===== config.mk =====
export PLATFORM = sky130hd
export DESIGN_NAME = servo_pwm_decoder_flat
export DESIGN_NICKNAME = d
export VERILOG_FILES = /design/src/rtl/servo_pkg.sv /design/src/rtl/servo_pwm_decoder_if.sv /design/src/rtl/servo_pwm_decoder_edge_sync.sv /design/src/rtl/servo_pwm_decoder.sv /design/src/flat_wrapper.sv
export SDC_FILE = /design/constraint.sdc
export NUM_CORES = 1
export LEC_CHECK = 0
export ABC_CLOCK_PERIOD_IN_PS = 3000
export CORE_ASPECT_RATIO = 1.4
export CORE_MARGIN = 2
export CORE_UTILIZATION = 50
export CTS_CLUSTER_DIAMETER = 120
export DETAILED_ROUTE_END_ITERATION = 12
export GPL_TIMING_DRIVEN = 1
export PLACE_DENSITY_LB_ADDON = 0.3
export SYNTH_ARGS = -nofsm -noshare
export SYNTH_HDL_FRONTEND = slang
export SYNTH_SLANG_ARGS = --single-unit

===== constraint.sdc =====
create_clock -name clk -period 3 [get_ports clk]
set_input_delay 0.6 -clock clk [delete_from_list [all_inputs] [get_ports clk]]
set_output_delay 0.6 -clock clk [all_outputs]
set_load 0.02 [all_outputs]

===== src/rtl/servo_pkg.sv =====
// Shared servo link timing defaults and the decoder state encoding.
// Used by the servo driver, the angle decoder and the PWM receive path.
package servo_pkg;
    localparam int MIN_PULSE      = 50000;
    localparam int CYCLES_PER_DEG = 1000;
    localparam int MAX_ANGLE      = 180;
    localparam int FRAME_CYCLES   = 2000000;
    localparam int FRAME_TOL      = 100000;
    localparam int TIMEOUT_CYCLES = 3000000;
    localparam int SETTLE_FRAMES  = 3;

    localparam int ANGLE_W  = 9;
    localparam int PW_W     = 20;
    localparam int PERIOD_W = 22;
    localparam int STABLE_W = 8;

    typedef enum logic [1:0] {
        IDLE,
        HIGH,
        DIV,
        LOW
    } state_e;
endpackage


===== src/rtl/servo_pwm_decoder_if.sv =====
// PWM line in, decoded angle/status out, for the servo PWM receiver.
interface servo_pwm_decoder_if;
    import servo_pkg::*;

    logic                pwm_in;
    logic [ANGLE_W-1:0]  angle;
    logic                angle_valid;
    logic [PW_W-1:0]     pulse_width;
    logic                err_range;
    logic                err_period;
    logic                signal_lost;
    logic                settled;

    modport slave (
        input  pwm_in,
        output angle, angle_valid, pulse_width, err_range, err_period, signal_lost, settled
    );

    modport master (
        output pwm_in,
        input  angle, angle_valid, pulse_width, err_range, err_period, signal_lost, settled
    );
endinterface


===== src/rtl/servo_pwm_decoder_edge_sync.sv =====
// Two-flop synchronizer with registered rise/fall strobes, three cycles after the pin edge.
// Strobes stay off until the line has been seen low, so a line high at reset exit is not a rise.
module pwm_edge_sync (
    input  logic clk,
    input  logic clr,
    input  logic async_in,
    output logic rise,
    output logic fall
);
    logic       meta_q, meta_d;
    logic       sync_q, sync_d;
    logic       prev_q, prev_d;
    logic       armed_q, armed_d;
    logic       rise_q, rise_d;
    logic       fall_q, fall_d;
    logic [1:0] fill_q, fill_d;

    always_comb begin
        meta_d  = async_in;
        sync_d  = meta_q;
        prev_d  = sync_q;
        fill_d  = (fill_q == 2'd3) ? fill_q : fill_q + 2'd1;
        // prev_q only reflects the pin once the pipeline has refilled after clr
        armed_d = armed_q | ((fill_q == 2'd3) & ~prev_q);
        rise_d  = armed_q &  sync_q & ~prev_q;
        fall_d  = armed_q & ~sync_q &  prev_q;
    end

    always_ff @(posedge clk) begin
        if (clr) begin
            meta_q  <= 1'b0;
            sync_q  <= 1'b0;
            prev_q  <= 1'b0;
            armed_q <= 1'b0;
            rise_q  <= 1'b0;
            fall_q  <= 1'b0;
            fill_q  <= 2'd0;
        end else begin
            meta_q  <= meta_d;
            sync_q  <= sync_d;
            prev_q  <= prev_d;
            armed_q <= armed_d;
            rise_q  <= rise_d;
            fall_q  <= fall_d;
            fill_q  <= fill_d;
        end
    end

    assign rise = rise_q;
    assign fall = fall_q;
endmodule


===== src/rtl/servo_pwm_decoder.sv =====
// Servo PWM receiver: measures high time and frame period, divides pulse width back to degrees,
// and reports range/period errors, signal loss and angle stability.
module servo_pwm_decoder #(
    parameter int MIN_PULSE      = servo_pkg::MIN_PULSE,
    parameter int CYCLES_PER_DEG = servo_pkg::CYCLES_PER_DEG,
    parameter int MAX_ANGLE      = servo_pkg::MAX_ANGLE,
    parameter int FRAME_CYCLES   = servo_pkg::FRAME_CYCLES,
    parameter int FRAME_TOL      = servo_pkg::FRAME_TOL,
    parameter int TIMEOUT_CYCLES = servo_pkg::TIMEOUT_CYCLES,
    parameter int SETTLE_FRAMES  = servo_pkg::SETTLE_FRAMES
) (
    input  logic                clk,
    input  logic                clr,
    servo_pwm_decoder_if.slave  bus
);
    import servo_pkg::state_e;
    import servo_pkg::IDLE;
    import servo_pkg::HIGH;
    import servo_pkg::DIV;
    import servo_pkg::LOW;

    localparam int ANGLE_W  = servo_pkg::ANGLE_W;
    localparam int PW_W     = servo_pkg::PW_W;
    localparam int PERIOD_W = servo_pkg::PERIOD_W;
    localparam int STABLE_W = servo_pkg::STABLE_W;

    localparam logic [PW_W-1:0]     PW_ONE     = PW_W'(1);
    localparam logic [PW_W-1:0]     PW_MAX     = '1;
    localparam logic [PW_W-1:0]     MIN_W      = PW_W'(MIN_PULSE);
    localparam logic [PW_W-1:0]     MAX_W      = PW_W'(MIN_PULSE + MAX_ANGLE * CYCLES_PER_DEG);
    localparam logic [PW_W-1:0]     DEG_W      = PW_W'(CYCLES_PER_DEG);
    localparam logic [PERIOD_W-1:0] PER_ONE    = PERIOD_W'(1);
    localparam logic [PERIOD_W-1:0] PER_MAX    = '1;
    localparam logic [PERIOD_W-1:0] PER_LO     = PERIOD_W'(FRAME_CYCLES - FRAME_TOL);
    localparam logic [PERIOD_W-1:0] PER_HI     = PERIOD_W'(FRAME_CYCLES + FRAME_TOL);
    localparam logic [PERIOD_W-1:0] TMO        = PERIOD_W'(TIMEOUT_CYCLES);
    localparam logic [STABLE_W-1:0] STABLE_ONE = STABLE_W'(1);
    localparam logic [STABLE_W-1:0] STABLE_MAX = '1;
    localparam logic [STABLE_W-1:0] SETTLE_N   = STABLE_W'(SETTLE_FRAMES);

    logic rise, fall;

    state_e              state_q, state_d;
    logic [PW_W-1:0]     high_cnt_q, high_cnt_d;
    logic [PERIOD_W-1:0] period_cnt_q, period_cnt_d;
    logic [PW_W-1:0]     rem_q, rem_d;
    logic [ANGLE_W-1:0]  quot_q, quot_d;
    logic [ANGLE_W-1:0]  angle_q, angle_d;
    logic                angle_valid_q, angle_valid_d;
    logic [PW_W-1:0]     pulse_width_q, pulse_width_d;
    logic                err_range_q, err_range_d;
    logic                err_period_q, err_period_d;
    logic                signal_lost_q, signal_lost_d;
    logic                settled_q, settled_d;
    logic [STABLE_W-1:0] stable_cnt_q, stable_cnt_d;

    pwm_edge_sync u_sync (
        .clk      (clk),
        .clr      (clr),
        .async_in (bus.pwm_in),
        .rise     (rise),
        .fall     (fall)
    );

    always_comb begin
        state_d       = state_q;
        high_cnt_d    = high_cnt_q;
        period_cnt_d  = period_cnt_q;
        rem_d         = rem_q;
        quot_d        = quot_q;
        angle_d       = angle_q;
        angle_valid_d = 1'b0;
        pulse_width_d = pulse_width_q;
        err_range_d   = 1'b0;
        err_period_d  = 1'b0;
        signal_lost_d = signal_lost_q;
        settled_d     = settled_q;
        stable_cnt_d  = stable_cnt_q;

        if (state_q != IDLE && period_cnt_q != PER_MAX)
            period_cnt_d = period_cnt_q + 1'b1;
        if (state_q == HIGH && high_cnt_q != PW_MAX)
            high_cnt_d = high_cnt_q + 1'b1;

        case (state_q)
            IDLE: begin
                if (rise) begin
                    state_d      = HIGH;
                    high_cnt_d   = PW_ONE;
                    period_cnt_d = PER_ONE;
                end
            end
            HIGH: begin
                if (fall) begin
                    pulse_width_d = high_cnt_q;
                    if (high_cnt_q < MIN_W || high_cnt_q > MAX_W) begin
                        err_range_d = 1'b1;
                        state_d     = LOW;
                    end else begin
                        rem_d   = high_cnt_q - MIN_W;
                        quot_d  = '0;
                        state_d = DIV;
                    end
                end
            end
            DIV: begin
                // A rise here is a glitch: drop the divide and start a new frame
                if (rise) begin
                    err_range_d = 1'b1;
                    state_d     = HIGH;
                    high_cnt_d  = PW_ONE;
                end else if (rem_q >= DEG_W) begin
                    rem_d  = rem_q - DEG_W;
                    quot_d = quot_q + 1'b1;
                end else begin
                    angle_d       = quot_q;
                    angle_valid_d = 1'b1;
                    signal_lost_d = 1'b0;
                    state_d       = LOW;
                    if (quot_q == angle_q)
                        stable_cnt_d = (stable_cnt_q == STABLE_MAX) ? stable_cnt_q : stable_cnt_q + 1'b1;
                    else
                        stable_cnt_d = STABLE_ONE;
                    settled_d = (stable_cnt_d >= SETTLE_N);
                end
            end
            LOW: begin
                if (rise) begin
                    state_d    = HIGH;
                    high_cnt_d = PW_ONE;
                end
            end
            default: state_d = IDLE;
        endcase

        // Outside IDLE every rise closes a measured period
        if (state_q != IDLE && rise) begin
            period_cnt_d = PER_ONE;
            if (period_cnt_q < PER_LO || period_cnt_q > PER_HI)
                err_period_d = 1'b1;
        end

        if (err_range_d || err_period_d) begin
            stable_cnt_d = '0;
            settled_d    = 1'b0;
        end

        if (state_q != IDLE && period_cnt_q >= TMO) begin
            state_d       = IDLE;
            high_cnt_d    = '0;
            period_cnt_d  = '0;
            angle_d       = angle_q;
            angle_valid_d = 1'b0;
            signal_lost_d = 1'b1;
            settled_d     = 1'b0;
            stable_cnt_d  = '0;
        end
    end

    always_ff @(posedge clk) begin
        if (clr) begin
            state_q       <= IDLE;
            high_cnt_q    <= '0;
            period_cnt_q  <= '0;
            rem_q         <= '0;
            quot_q        <= '0;
            angle_q       <= '0;
            angle_valid_q <= 1'b0;
            pulse_width_q <= '0;
            err_range_q   <= 1'b0;
            err_period_q  <= 1'b0;
            signal_lost_q <= 1'b1;
            settled_q     <= 1'b0;
            stable_cnt_q  <= '0;
        end else begin
            state_q       <= state_d;
            high_cnt_q    <= high_cnt_d;
            period_cnt_q  <= period_cnt_d;
            rem_q         <= rem_d;
            quot_q        <= quot_d;
            angle_q       <= angle_d;
            angle_valid_q <= angle_valid_d;
            pulse_width_q <= pulse_width_d;
            err_range_q   <= err_range_d;
            err_period_q  <= err_period_d;
            signal_lost_q <= signal_lost_d;
            settled_q     <= settled_d;
            stable_cnt_q  <= stable_cnt_d;
        end
    end

    assign bus.angle       = angle_q;
    assign bus.angle_valid = angle_valid_q;
    assign bus.pulse_width = pulse_width_q;
    assign bus.err_range   = err_range_q;
    assign bus.err_period  = err_period_q;
    assign bus.signal_lost = signal_lost_q;
    assign bus.settled     = settled_q;
endmodule


===== src/flat_wrapper.sv =====
// flat-port wrapper written by rule: the top's interface ports become plain ports
module servo_pwm_decoder_flat import servo_pkg::state_e; import servo_pkg::IDLE; import servo_pkg::HIGH; import servo_pkg::DIV; import servo_pkg::LOW;
#(
    parameter int MIN_PULSE      = servo_pkg::MIN_PULSE,
    parameter int CYCLES_PER_DEG = servo_pkg::CYCLES_PER_DEG,
    parameter int MAX_ANGLE      = servo_pkg::MAX_ANGLE,
    parameter int FRAME_CYCLES   = servo_pkg::FRAME_CYCLES,
    parameter int FRAME_TOL      = servo_pkg::FRAME_TOL,
    parameter int TIMEOUT_CYCLES = servo_pkg::TIMEOUT_CYCLES,
    parameter int SETTLE_FRAMES  = servo_pkg::SETTLE_FRAMES
)
  (clk, clr, bus_pwm_in, bus_angle, bus_angle_valid, bus_pulse_width, bus_err_range, bus_err_period, bus_signal_lost, bus_settled);
  servo_pwm_decoder_if bus_i ();
  input  logic clk;
  input  logic clr;
  input wire logic [$bits(bus_i.pwm_in)-1:0] bus_pwm_in;
  output wire logic [$bits(bus_i.angle)-1:0] bus_angle;
  output wire logic [$bits(bus_i.angle_valid)-1:0] bus_angle_valid;
  output wire logic [$bits(bus_i.pulse_width)-1:0] bus_pulse_width;
  output wire logic [$bits(bus_i.err_range)-1:0] bus_err_range;
  output wire logic [$bits(bus_i.err_period)-1:0] bus_err_period;
  output wire logic [$bits(bus_i.signal_lost)-1:0] bus_signal_lost;
  output wire logic [$bits(bus_i.settled)-1:0] bus_settled;
  assign bus_i.pwm_in = bus_pwm_in;
  assign bus_angle = bus_i.angle;
  assign bus_angle_valid = bus_i.angle_valid;
  assign bus_pulse_width = bus_i.pulse_width;
  assign bus_err_range = bus_i.err_range;
  assign bus_err_period = bus_i.err_period;
  assign bus_signal_lost = bus_i.signal_lost;
  assign bus_settled = bus_i.settled;
  servo_pwm_decoder #(.MIN_PULSE(MIN_PULSE), .CYCLES_PER_DEG(CYCLES_PER_DEG), .MAX_ANGLE(MAX_ANGLE), .FRAME_CYCLES(FRAME_CYCLES), .FRAME_TOL(FRAME_TOL), .TIMEOUT_CYCLES(TIMEOUT_CYCLES), .SETTLE_FRAMES(SETTLE_FRAMES)) u_core (.clk(clk), .clr(clr), .bus(bus_i));
endmodule

==> images/clk_routes.png <==
The bar under the picture is 20 µm long.
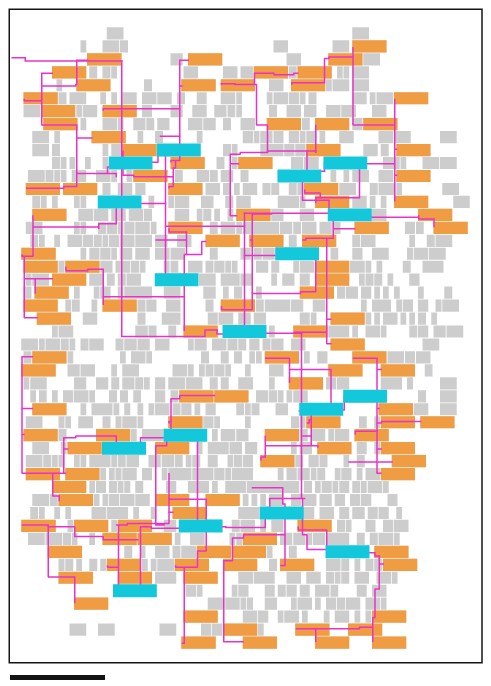
Cyan is clock drivers, count 17. Magenta is clock wires, length 1520 µm. Orange is flip-flops, count 120.
Position of the flops: spread over the die. There are 18 routed clock nets.

==> images/placement_by_type.png <==
Fill, decap, tap and diode cells in gray.
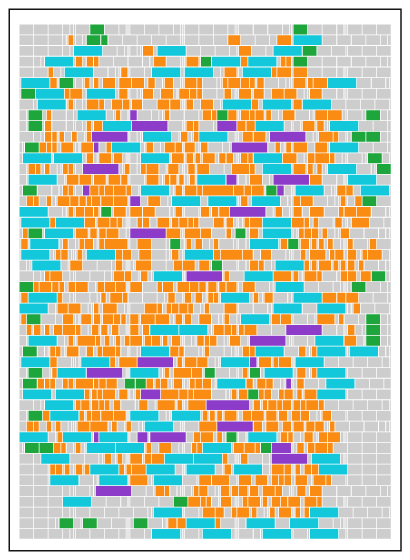
Cyan is sequential cells, cells 120. Green is remaining buffers and delay cells, cells 51. Orange is combinational and other logic, cells 611. Purple is clock drivers and dummy loads, cells 31.

==> flow_metrics.py <==
# Flow results
metrics = {
    "status": {
        "outcome": "finished, final reports clean",
    },
    "yosys": {
        "topCellsByArea": "sky130_fd_sc_hd__dfxtp_1 38%, sky130_fd_sc_hd__nor2_1 5.9%, sky130_fd_sc_hd__xor2_1 5.8%, sky130_fd_sc_hd__nand2_1 5.4%, sky130_fd_sc_hd__a21oi_1 4.3%",
        "synth.mux.area_fraction": 0.02243,
        "yosys_area_um2": 6302,
        "synth.top_cell.area_share": 0.3812,
        "edf_count": 0,
        "synth_top_cell_by_count": "sky130_fd_sc_hd__dfxtp_1",
        "synth.largest_area_cell": "sky130_fd_sc_hd__dfxtp_1",
        "synth.cellmix.xorXnorShare": 0.07782,
        "register_bit_count_reported_by_yosys": 120,
        "synth.lib_cells_used.distinct": 67,
        "synth_cells": 785,
        "netlist_area_um2": 6302,
        "share_of_async_settable_or_async_resettable_flops_after_synthesis": 0,
        "simple_gate_area_frac": 0.2603,
        "synth.logic.top_family": "simple AND/OR/NAND/NOR gates",
        "yosys_warnings": 0,
        "mappedNetlistNets": 802,
    },
    "floorplanning": {
        "die.size.y_um": 136.8,
        "die.size.x_um": 98.89,
        "die-area_um2": 13530,
        "core-area_um2": 12310,
        "rows": 48,
        "io_pins": 37,
    },
    "placed_design": {
        "dp_worst_setup_slack_ns": 0.3201,
        "detailed_place.area_um2": 6745,
        "numPlacedInstances": 932,
        "place.gp.congestion": 0.9347,
        "place_hpwl_um": 10580,
        "numPortBuffers": 36,
    },
    "min_path": {
        "holdPathEnd": "u_core.u_sync.prev_d$_SDFF_PP0_",
        "classification_of_the_worst_slack_hold_path": "reg -> reg",
        "holdPathStages": 1,
        "hp-start": "u_core.u_sync.meta_q$_SDFF_PP0_",
    },
    "cells_and_area": {
        "utilization": 0.5930,
        "final_layout_size_suffix_gt1_frac": 0.07380,
        "instances_no_fill": 963,
        "ff_count": 120,
        "regMostFlops": "u_core.period_cnt_q",
        "leading_cell_kind": "combinational gates",
        "num-fill-cells": 1111,
        "area_delta_synth_final_pct": 15.84,
        "design.final.nets": 818,
        "area.share.combinational": 0.4949,
        "n_all_inverters": 21,
        "comb.multi_input.count": 590,
        "number_of_flip_flops_in_the_largest_register": 22,
        "layout.cells.most_common_list": "120 x sky130_fd_sc_hd__dfxtp_1, 99 x sky130_fd_sc_hd__nor2_1, 91 x sky130_fd_sc_hd__nand2_1, 54 x sky130_fd_sc_hd__a21oi_1, 42 x sky130_fd_sc_hd__xor2_1",
        "bufAreaShareNonClock": 0.06410,
        "n_clock_buffer": 23,
        "area.share.sequential": 0.3290,
        "post_route_cell_area_um2": 7301,
        "multi_input_comb_area_um2": 3613,
    },
    "drt": {
        "wl_met1_um": 6764,
        "topRoutingLayerUsed": "met4",
        "amount_of_wire_on_met2_after_detailed_routing_um": 7921,
        "antenna_violating_nets_post_route": 0,
        "drt-vias-per-instance": 5.955,
        "wl_met3_um": 479,
        "drt-wirelength-per-cell_um": 16.06,
        "route.final.wire_length_um": 15470,
        "drcViolationCount": 0,
        "dr.first_iter.drc_count": 436,
    },
    "setup_path": {
        "crit_buf_inv": 1,
        "critical_path_class": "reg -> reg",
        "crit_path_end": "u_core.quot_q[0]$_SDFFE_PP0P_",
        "rr_worst_depth": 8,
        "cp_max_fo": 24,
        "setup.worst_path.start": "u_core.high_cnt_q[4]$_SDFF_PP0_",
        "cp-end-kind": "flop",
        "cp.required_ns": 3.33,
        "regToRegStartpoint": "u_core.high_cnt_q[4]$_SDFF_PP0_",
        "critPathArrivalTime_ns": 3.02,
        "crit_path_top_delay_cell": "sky130_fd_sc_hd__or4_1",
        "path_depth": 8,
        "setup.reg_to_reg.worst_slack_ns": 0.31,
        "setup.worst_path.start_class": "flop",
        "cp_slowest_stage_delay_ns": 0.55,
        "critical_path.cell_chain": "inv_1 -> ha_1 -> nor2b_1 -> o21bai_1 -> a31oi_1 -> a21boi_2 -> or4_1 -> a21oi_1",
        "critical-path-top-delay-family": "AND-OR/OR-AND gates",
    },
    "clock_network": {
        "clock_input_transition_at_the_sequential_cells_of_the_worst_setup_and_hold_paths_ns": 0.05,
        "clkLatencyLatePin_ns": 0.41,
        "numCtsBuffers": 17,
        "clock-root-buffer": "sky130_fd_sc_hd__clkbuf_16",
        "number_of_buffers_inserted_by_hold_repair_at_cts": 0,
        "cts_tree": "done",
        "cts_buffer_depth": 2,
        "cts_htree_levels": 4,
    },
    "sta": {
        "tns_ns": 0,
        "hold-worst-slack_ns": 0.4499,
        "rsz0062_at_grt": "false",
        "setup-violations-final": 0,
        "fmax_mhz": 371.3,
        "setup_ws_ns": 0.3068,
        "slew_violations": 0,
        "skew_ns": 0.006680,
        "layout_worst_path_cycle_share": 0.8977,
        "finalHoldViolations": 0,
        "worstMarginPinSlew_ns": 1.075,
        "slew-limit-headroom": 0.2793,
        "final_critical_path_time_including_i_o_delays_and_setup_ns": 2.693,
    },
    "global_route": {
        "grt_pass1_vias": 5641,
        "pin_count_of_the_biggest_net_entering_global_routing": 39,
        "busiest_layer": "met2",
        "met2_usage": 0.4276,
        "overflow_left_after_global_routing": 0,
        "grt_util_met3": 0.04699,
        "initial_antenna_violation_count": 0,
    },
    "power_and_ir_drop": {
        "ir_drop_uv": 413.1,
        "comb-power_w": 0.00127,
        "seqPwrFrac": 0.362,
        "total_power_w": 0.004945,
        "power.density_cell_area_nw_per_um2": 677.3,
        "switching_share": 0.3274,
        "total_switching_power_w": 0.001619,
        "p_int_w": 0.003326,
        "top_power_group": "the clock network",
        "pwr-share-comb": 0.257,
        "pwr-share-clk": 0.381,
    },
}
Power and IR drop assume default switching activity.
